## config.mk

```make
export PLATFORM = sky130hd
export DESIGN_NAME = bus_sequencer
export DESIGN_NICKNAME = d
export VERILOG_FILES = /design/src/rtl/bus_sequencer.sv
export SDC_FILE = /design/constraint.sdc
export NUM_CORES = 1
export LEC_CHECK = 0
export CORE_ASPECT_RATIO = 1.75
export CORE_MARGIN = 10
export CORE_UTILIZATION = 32
export CTS_CLUSTER_SIZE = 30
export DETAILED_ROUTE_END_ITERATION = 8
export PLACE_DENSITY = 0.86
export SLEW_MARGIN = 25
export SYNTH_ARGS = -nofsm -noshare
export SYNTH_HDL_FRONTEND = slang
export SYNTH_SLANG_ARGS = --single-unit
```

## constraint.sdc

```tcl
create_clock -name clk -period 2 [get_ports clk]
set_clock_uncertainty 0.2 [all_clocks]
set_input_delay 0.2 -clock clk [delete_from_list [all_inputs] [get_ports clk]]
set_output_delay 0.2 -clock clk [all_outputs]
set_load 0.005 [all_outputs]
```

## src/rtl/bus_sequencer.sv

```systemverilog
// rtl/bus_sequencer.sv - hardwired fetch/decode/execute sequencer for the single-bus datapath
// Optional single-step PAUSE state when SEQ_STEP_EN is defined.
module bus_sequencer (
    input  logic        clk,
    input  logic        clr,
    input  logic        run,
    input  logic        step,
    input  logic [31:0] ir,
    input  logic        mem_ready,
    output logic [31:0] bus_src,
    output logic [15:0] reg_in,
    output logic        HIin,
    output logic        LOin,
    output logic        Zhighin,
    output logic        Zlowin,
    output logic        PCin,
    output logic        MARin,
    output logic        MDRin,
    output logic        IRin,
    output logic        Yin,
    output logic        IncPC,
    output logic        Read,
    output logic        Write,
    output logic [4:0]  alu_op,
    output logic        instr_done,
    output logic        halted,
    output logic        illegal
);

    localparam logic [4:0] OP_LD   = 5'b00000;
    localparam logic [4:0] OP_ST   = 5'b00010;
    localparam logic [4:0] OP_ADD  = 5'b00011;
    localparam logic [4:0] OP_SUB  = 5'b00100;
    localparam logic [4:0] OP_AND  = 5'b00101;
    localparam logic [4:0] OP_OR   = 5'b00110;
    localparam logic [4:0] OP_ROR  = 5'b00111;
    localparam logic [4:0] OP_ROL  = 5'b01000;
    localparam logic [4:0] OP_SHR  = 5'b01001;
    localparam logic [4:0] OP_SHL  = 5'b01011;
    localparam logic [4:0] OP_MUL  = 5'b01111;
    localparam logic [4:0] OP_DIV  = 5'b10000;
    localparam logic [4:0] OP_NOP  = 5'b11010;
    localparam logic [4:0] OP_HALT = 5'b11011;

    localparam logic [4:0] SRC_HI   = 5'd18;
    localparam logic [4:0] SRC_LO   = 5'd19;
    localparam logic [4:0] SRC_PC   = 5'd20;
    localparam logic [4:0] SRC_MDR  = 5'd21;
    localparam logic [4:0] SRC_CSGN = 5'd23;

    typedef enum logic [3:0] {
        IDLE, T0, T1, T2, T3, E0, E1, E2, E3, E4, HALT
`ifdef SEQ_STEP_EN
        , PAUSE
`endif
    } state_t;

    state_t state, state_next, after_done;

    logic [4:0] opcode;
    logic [3:0] ra, rb, rc;
    logic       is_alu, is_md, is_ld, is_st, is_nop, is_halt, is_legal;
    logic       unused_ir;

    assign opcode = ir[31:27];
    assign ra     = ir[26:23];
    assign rb     = ir[22:19];
    assign rc     = ir[18:15];

    assign is_alu   = opcode inside {OP_ADD, OP_SUB, OP_AND, OP_OR, OP_ROR, OP_ROL, OP_SHR, OP_SHL};
    assign is_md    = (opcode == OP_MUL) || (opcode == OP_DIV);
    assign is_ld    = (opcode == OP_LD);
    assign is_st    = (opcode == OP_ST);
    assign is_nop   = (opcode == OP_NOP);
    assign is_halt  = (opcode == OP_HALT);
    assign is_legal = is_alu | is_md | is_ld | is_st | is_nop | is_halt;

`ifdef SEQ_STEP_EN
    assign after_done = PAUSE;
    assign unused_ir  = ^ir[14:0];
`else
    assign after_done = T0;
    assign unused_ir  = ^{ir[14:0], step};
`endif

    function automatic logic [31:0] onehot(input logic [4:0] idx);
        return 32'd1 << idx;
    endfunction

    always_ff @(posedge clk or posedge clr) begin
        if (clr) state <= IDLE;
        else     state <= state_next;
    end

    always_comb begin
        state_next = state;
        case (state)
            IDLE: if (run) state_next = T0;
            T0:   state_next = T1;
            T1:   state_next = T2;
            T2:   if (mem_ready) state_next = T3;
            T3:   state_next = E0;
            E0: begin
                if (is_halt)                 state_next = HALT;
                else if (is_nop | !is_legal) state_next = after_done;
                else                         state_next = E1;
            end
            E1:   state_next = E2;
            E2:   state_next = is_alu ? after_done : E3;
            E3: begin
                if (is_md)                   state_next = after_done;
                else if (!is_ld | mem_ready) state_next = E4;
            end
            E4:   if (is_ld | mem_ready) state_next = after_done;
            HALT: state_next = HALT;
`ifdef SEQ_STEP_EN
            PAUSE: if (step) state_next = T0;
`endif
            default: state_next = IDLE;
        endcase
    end

    always_comb begin
        bus_src    = '0;
        reg_in     = '0;
        HIin       = 1'b0;
        LOin       = 1'b0;
        Zhighin    = 1'b0;
        Zlowin     = 1'b0;
        PCin       = 1'b0;
        MARin      = 1'b0;
        MDRin      = 1'b0;
        IRin       = 1'b0;
        Yin        = 1'b0;
        IncPC      = 1'b0;
        Read       = 1'b0;
        Write      = 1'b0;
        alu_op     = '0;
        instr_done = 1'b0;
        halted     = 1'b0;
        illegal    = 1'b0;
        case (state)
            T0: begin
                bus_src = onehot(SRC_PC);
                MARin   = 1'b1;
                IncPC   = 1'b1;
                Zlowin  = 1'b1;
            end
            T1: begin
                bus_src = onehot(SRC_LO);
                PCin    = 1'b1;
            end
            T2: begin
                Read  = 1'b1;
                MDRin = mem_ready;
            end
            T3: begin
                bus_src = onehot(SRC_MDR);
                IRin    = 1'b1;
            end
            E0: begin
                if (is_alu | is_md | is_ld | is_st) begin
                    bus_src = onehot({1'b0, rb});
                    Yin     = 1'b1;
                end else begin
                    instr_done = 1'b1;
                    illegal    = !is_legal;
                end
            end
            E1: begin
                if (is_ld | is_st) begin
                    bus_src = onehot(SRC_CSGN);
                    alu_op  = OP_ADD;
                    Zlowin  = 1'b1;
                end else begin
                    bus_src = onehot({1'b0, rc});
                    alu_op  = opcode;
                    Zhighin = 1'b1;
                    Zlowin  = 1'b1;
                end
            end
            E2: begin
                bus_src = onehot(SRC_LO);
                if (is_alu) begin
                    reg_in     = 16'd1 << ra;
                    instr_done = 1'b1;
                end else if (is_md) begin
                    LOin = 1'b1;
                end else begin
                    MARin = 1'b1;
                end
            end
            E3: begin
                if (is_md) begin
                    bus_src    = onehot(SRC_HI);
                    HIin       = 1'b1;
                    instr_done = 1'b1;
                end else if (is_ld) begin
                    Read  = 1'b1;
                    MDRin = mem_ready;
                end else begin
                    bus_src = onehot({1'b0, ra});
                    MDRin   = 1'b1;
                end
            end
            E4: begin
                if (is_ld) begin
                    bus_src    = onehot(SRC_MDR);
                    reg_in     = 16'd1 << ra;
                    instr_done = 1'b1;
                end else begin
                    Write      = 1'b1;
                    instr_done = mem_ready;
                end
            end
            HALT: halted = 1'b1;
            default: ;
        endcase
    end

endmodule

```

Run 1, M1 wires:
Bar = 20 µm.
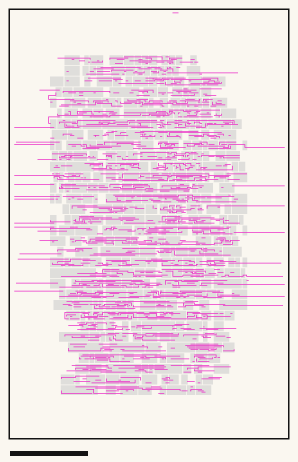
main direction = horizontal
nets with wire on the layer = 404
Detailed Route WL: 11.0 mm
DR vias: 2,960
met1 GRT Util: 23.1%

Run 1, signal wires on met2:
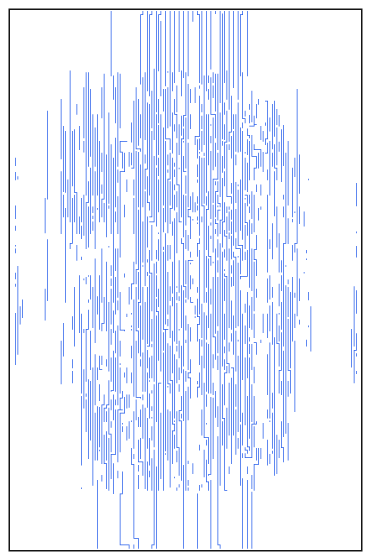
longest straight run = 52.0 µm
main direction = vertical
nets with wire on the layer = 433
met2 GRT Util: 38.8%

Run 1, metal 3:
Bar = 20 µm.
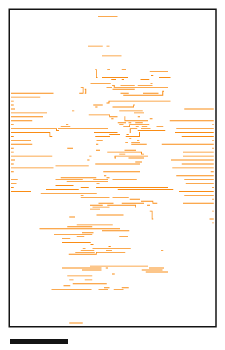
longest straight run = 27.6 µm
share of all routed wire = 11%
main direction = horizontal
nets with wire on the layer = 142
GRT met3 Usage: 5.78%

Run 1, M4 wires:
Bar = 20 µm.
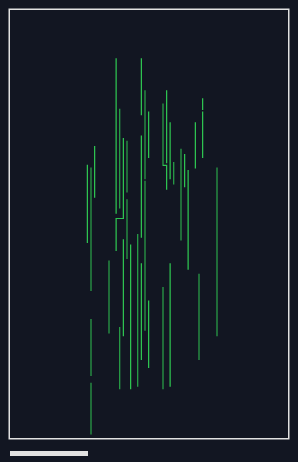
nets with wire on the layer = 36
wire length on this layer = 766 µm
main direction = vertical

==> results.yml, run 1 <==
# synthesis and place-and-route metrics
outcome:
  status: "complete, but fails checks"
  violations: "setup timing"
worst_setup_path:
  crit_fanout: 5
  critPathMaxStageDelay_ps: 450
  startpoint: "state[1]"
  endpoint: "bus_src[5]"
  cp.depth: 9
  cp.arrival_ps: 2120
  critPathLaunchType: "register"
  crit_required_ps: 1600
  crit_top_cell: "buf_6"
  critPathTopFamily: "buffers and inverters"
power:
  sw_frac_of_total_pct: 45.8
  power.internal_mw: 1.58
  clock_net_power_mw: 0.184
  powerComb_mw: 2.55
  maxPowerGroup: "combinational cells"
  p_seq_mw: 0.171
  total_power_mw: 2.91
placed_design:
  dp_cells: 403
  pre_cts_slack_ps: -1040
  dp_hpwl_mm: 5.60
  place.gp.congestion: 0.970
synthesis:
  synthArstFlopShare_pct: 100
  ys_top_cells_by_count: "nor2_1 (24), nand2_1 (23), nor3_1 (18), o21ai_0 (16), buf_4 (12)"
  yosys.stat.chipArea_mm2: 0.00146
  yosys_warnings: 0
  ys.flops: 4
  top_area_cell: "dfrtp_1"
  yosys_cells: 228
  yosys.area.top_type_share_pct: 6.85
  synth.avg_cell_area_um2: 6.41
  edf_count: 0
  ys_seq_share_pct: 6.85
drt:
  dr.first_iter.drc_count: 390
  wl_met2_mm: 5.46
  routed_via_density: 6.26
clock_network:
  cts_made_buffers: 3
  cts_sinks: 4
  cts.clk_slew.worst_paths_ps: 40
global_routing:
  grt_busiest_layer: "met2"
  grt_usage_pct: 22.1
  grt_pass1_vias: 2878
worst_hold_path:
  worstHoldStart: "ir[30]"
  min_to: "state[0]"
  min_path_cells: 6
floorplan:
  chipArea_mm2: 0.00778
  ioPinCount: 105
  core_mm2: 0.00440
  rows: 32
timing:
  slew_viol_final: 0
  rsz0062_at_grt: "true"
  finalCritPeriodShare_pct: 126
  setup_viol: 46
  hold_violations: 0
  setup_ws_ps: -523
layout:
  nets: 461
  final_core_util_pct: 82.5
  regMostFlops: "state"
flow_run:
  drv_cap: 0
## run 1: what timing repair did
action	in CTS	in global routing
hold buffers	1	0
hold endpoints to repair	4	0
gates resized	315	104
pin swaps	50	50
cloned	2	0
endpoints found under the setup margin	61	58
setup buffers	47	24
## run 1: cells by family after synthesis
family	synth area share [%]
AND/OR/NAND/NOR	49.8
AND-OR/OR-AND	28.7
buffers and inverters	12.4
flip-flops	6.85
multiplexers	1.37
XOR/XNOR	0.599
other	0.257
## run 1: area by class of cell
type,count,area (µm²)
multi-input cells,202,1690
well taps,51,63.8
fillers,247,772
inverters,7,26.3
flip-flops and latches,4,101
clock buffers,3,41.3
repair buffers,206,1710
==> inputs of run 2 (changes only) <==
Settings changed: TNS_END_PERCENT from default to 100.
Run 2, M1 wires:
Bar = 20 µm.
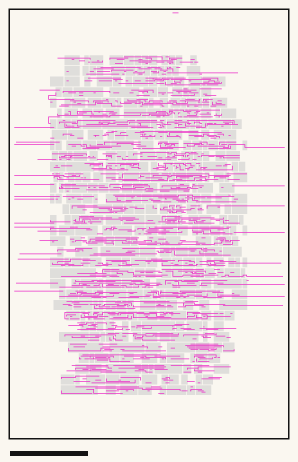

==> run 2 against run 1 <==
The flow still finishes with violations (setup timing). Flip-flop count stayed put. Largest power group unchanged. Synthesized cell count stayed put. Count of clock-buffer cells in the layout stayed put. Total power stayed put.
==> results.yml, run 2 <==
# synthesis and place-and-route metrics
outcome:
  status: "complete, but fails checks"
  violations: "setup timing"
drt:
  routed_via_density: 6.26
  wl_per_cell_um: 23.3
  via_count: 2960
  dr.first_iter.drc_count: 390
  drtPass1Iterations: 7
  drc: 0
  totalWireLength_mm: 11.0
global_routing:
  antenna_found_initial: 0
  grt_usage_pct: 22.1
  grt_pass1_vias: 2878
layout:
  fin_cells: 473
  fillers: 247
  final_core_util_pct: 82.5
  largest_reg_flops: 4
  nets: 461
  regMostFlops: "state"
synthesis:
  yosys.area.top_type_share_pct: 6.85
  xor_area_share_pct: 0.599
  ys.flops: 4
  edf_count: 0
  simple_gate_share_pct: 49.8
  synthArstFlopShare_pct: 100
  synth.avg_cell_area_um2: 6.41
  yosys_cells: 228
  yosys_warnings: 0
  top_logic_kind: "simple AND/OR/NAND/NOR gates"
  ys_sh_mux_pct: 1.37
  ys_seq_share_pct: 6.85
  ys_top_cells_by_count: "nor2_1 (24), nand2_1 (23), nor3_1 (18), o21ai_0 (16), buf_4 (12)"
  ys_sh_adder_pct: 0
  top_area_cell: "dfrtp_1"
  ys_sh_aoi_pct: 28.7
worst_hold_path:
  min_to: "state[0]"
  worstHoldStart: "ir[30]"
  min_path_cells: 6
floorplan:
  chipArea_mm2: 0.00778
  core_mm2: 0.00440
  ioPinCount: 105
timing:
  slew_viol_final: 0
  hold_violations: 0
  setup_viol: 46
  rsz0062_at_grt: "true"
  setup_ws_ps: -523
  finalCritPeriodShare_pct: 126
placed_design:
  dp_hpwl_mm: 5.60
  io_buffers: 77
  place.gp.congestion: 0.970
  dp_cells: 403
  pre_cts_slack_ps: -1040
power:
  maxPowerGroup: "combinational cells"
  clock_net_power_mw: 0.184
  power.internal_mw: 1.58
  total_power_mw: 2.91
  powerComb_mw: 2.55
worst_setup_path:
  critPathMaxStageDelay_ps: 450
  crit_top_cell: "buf_6"
  endpoint: "bus_src[5]"
  crit_fanout: 5
  critPathTopFamily: "buffers and inverters"
  cp.arrival_ps: 2120
  startpoint: "state[1]"
  cp.depth: 9
  critPathLaunchType: "register"
  crit_required_ps: 1600
clock_network:
  cts.clk_slew.worst_paths_ps: 40
  cts_made_buffers: 3
  cts_hold_buf: 1
  cts_setup_buffers: 47
  cts_sinks: 4
  cts_resized: 315
flow_run:
  drv_cap: 0
Run 2, signal wires on met2:
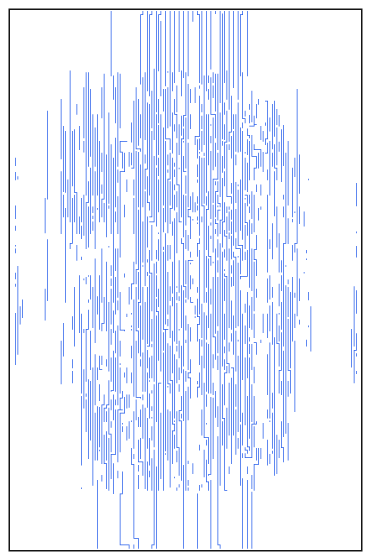

[run 2: final cells by class]
class | count | area [µm²] | share of cell area, %
tap | 51 | 63.8 | 1.76
timing repair buffer | 206 | 1710 | 47.1
sequential | 4 | 101 | 2.79
multi-input combinational | 202 | 1690 | 46.5
clock buffer | 3 | 41.3 | 1.14
inverter | 7 | 26.3 | 0.723
[run 2: per-layer routing]
| layer | up-vias | part of all wire (%) | track usage [%] |
|---|---|---|---|
| met4 | 0 | 7.0 | 12.6 |
| met5 | - | 0 | 0 |
| met2 | 271 | 50 | 38.8 |
| met3 | 78 | 11 | 5.78 |
| li1 | 1207 | - | - |
| met1 | 1404 | 33 | 23.1 |
Power figures rest on the tool's default switching activity, not on a simulated workload.
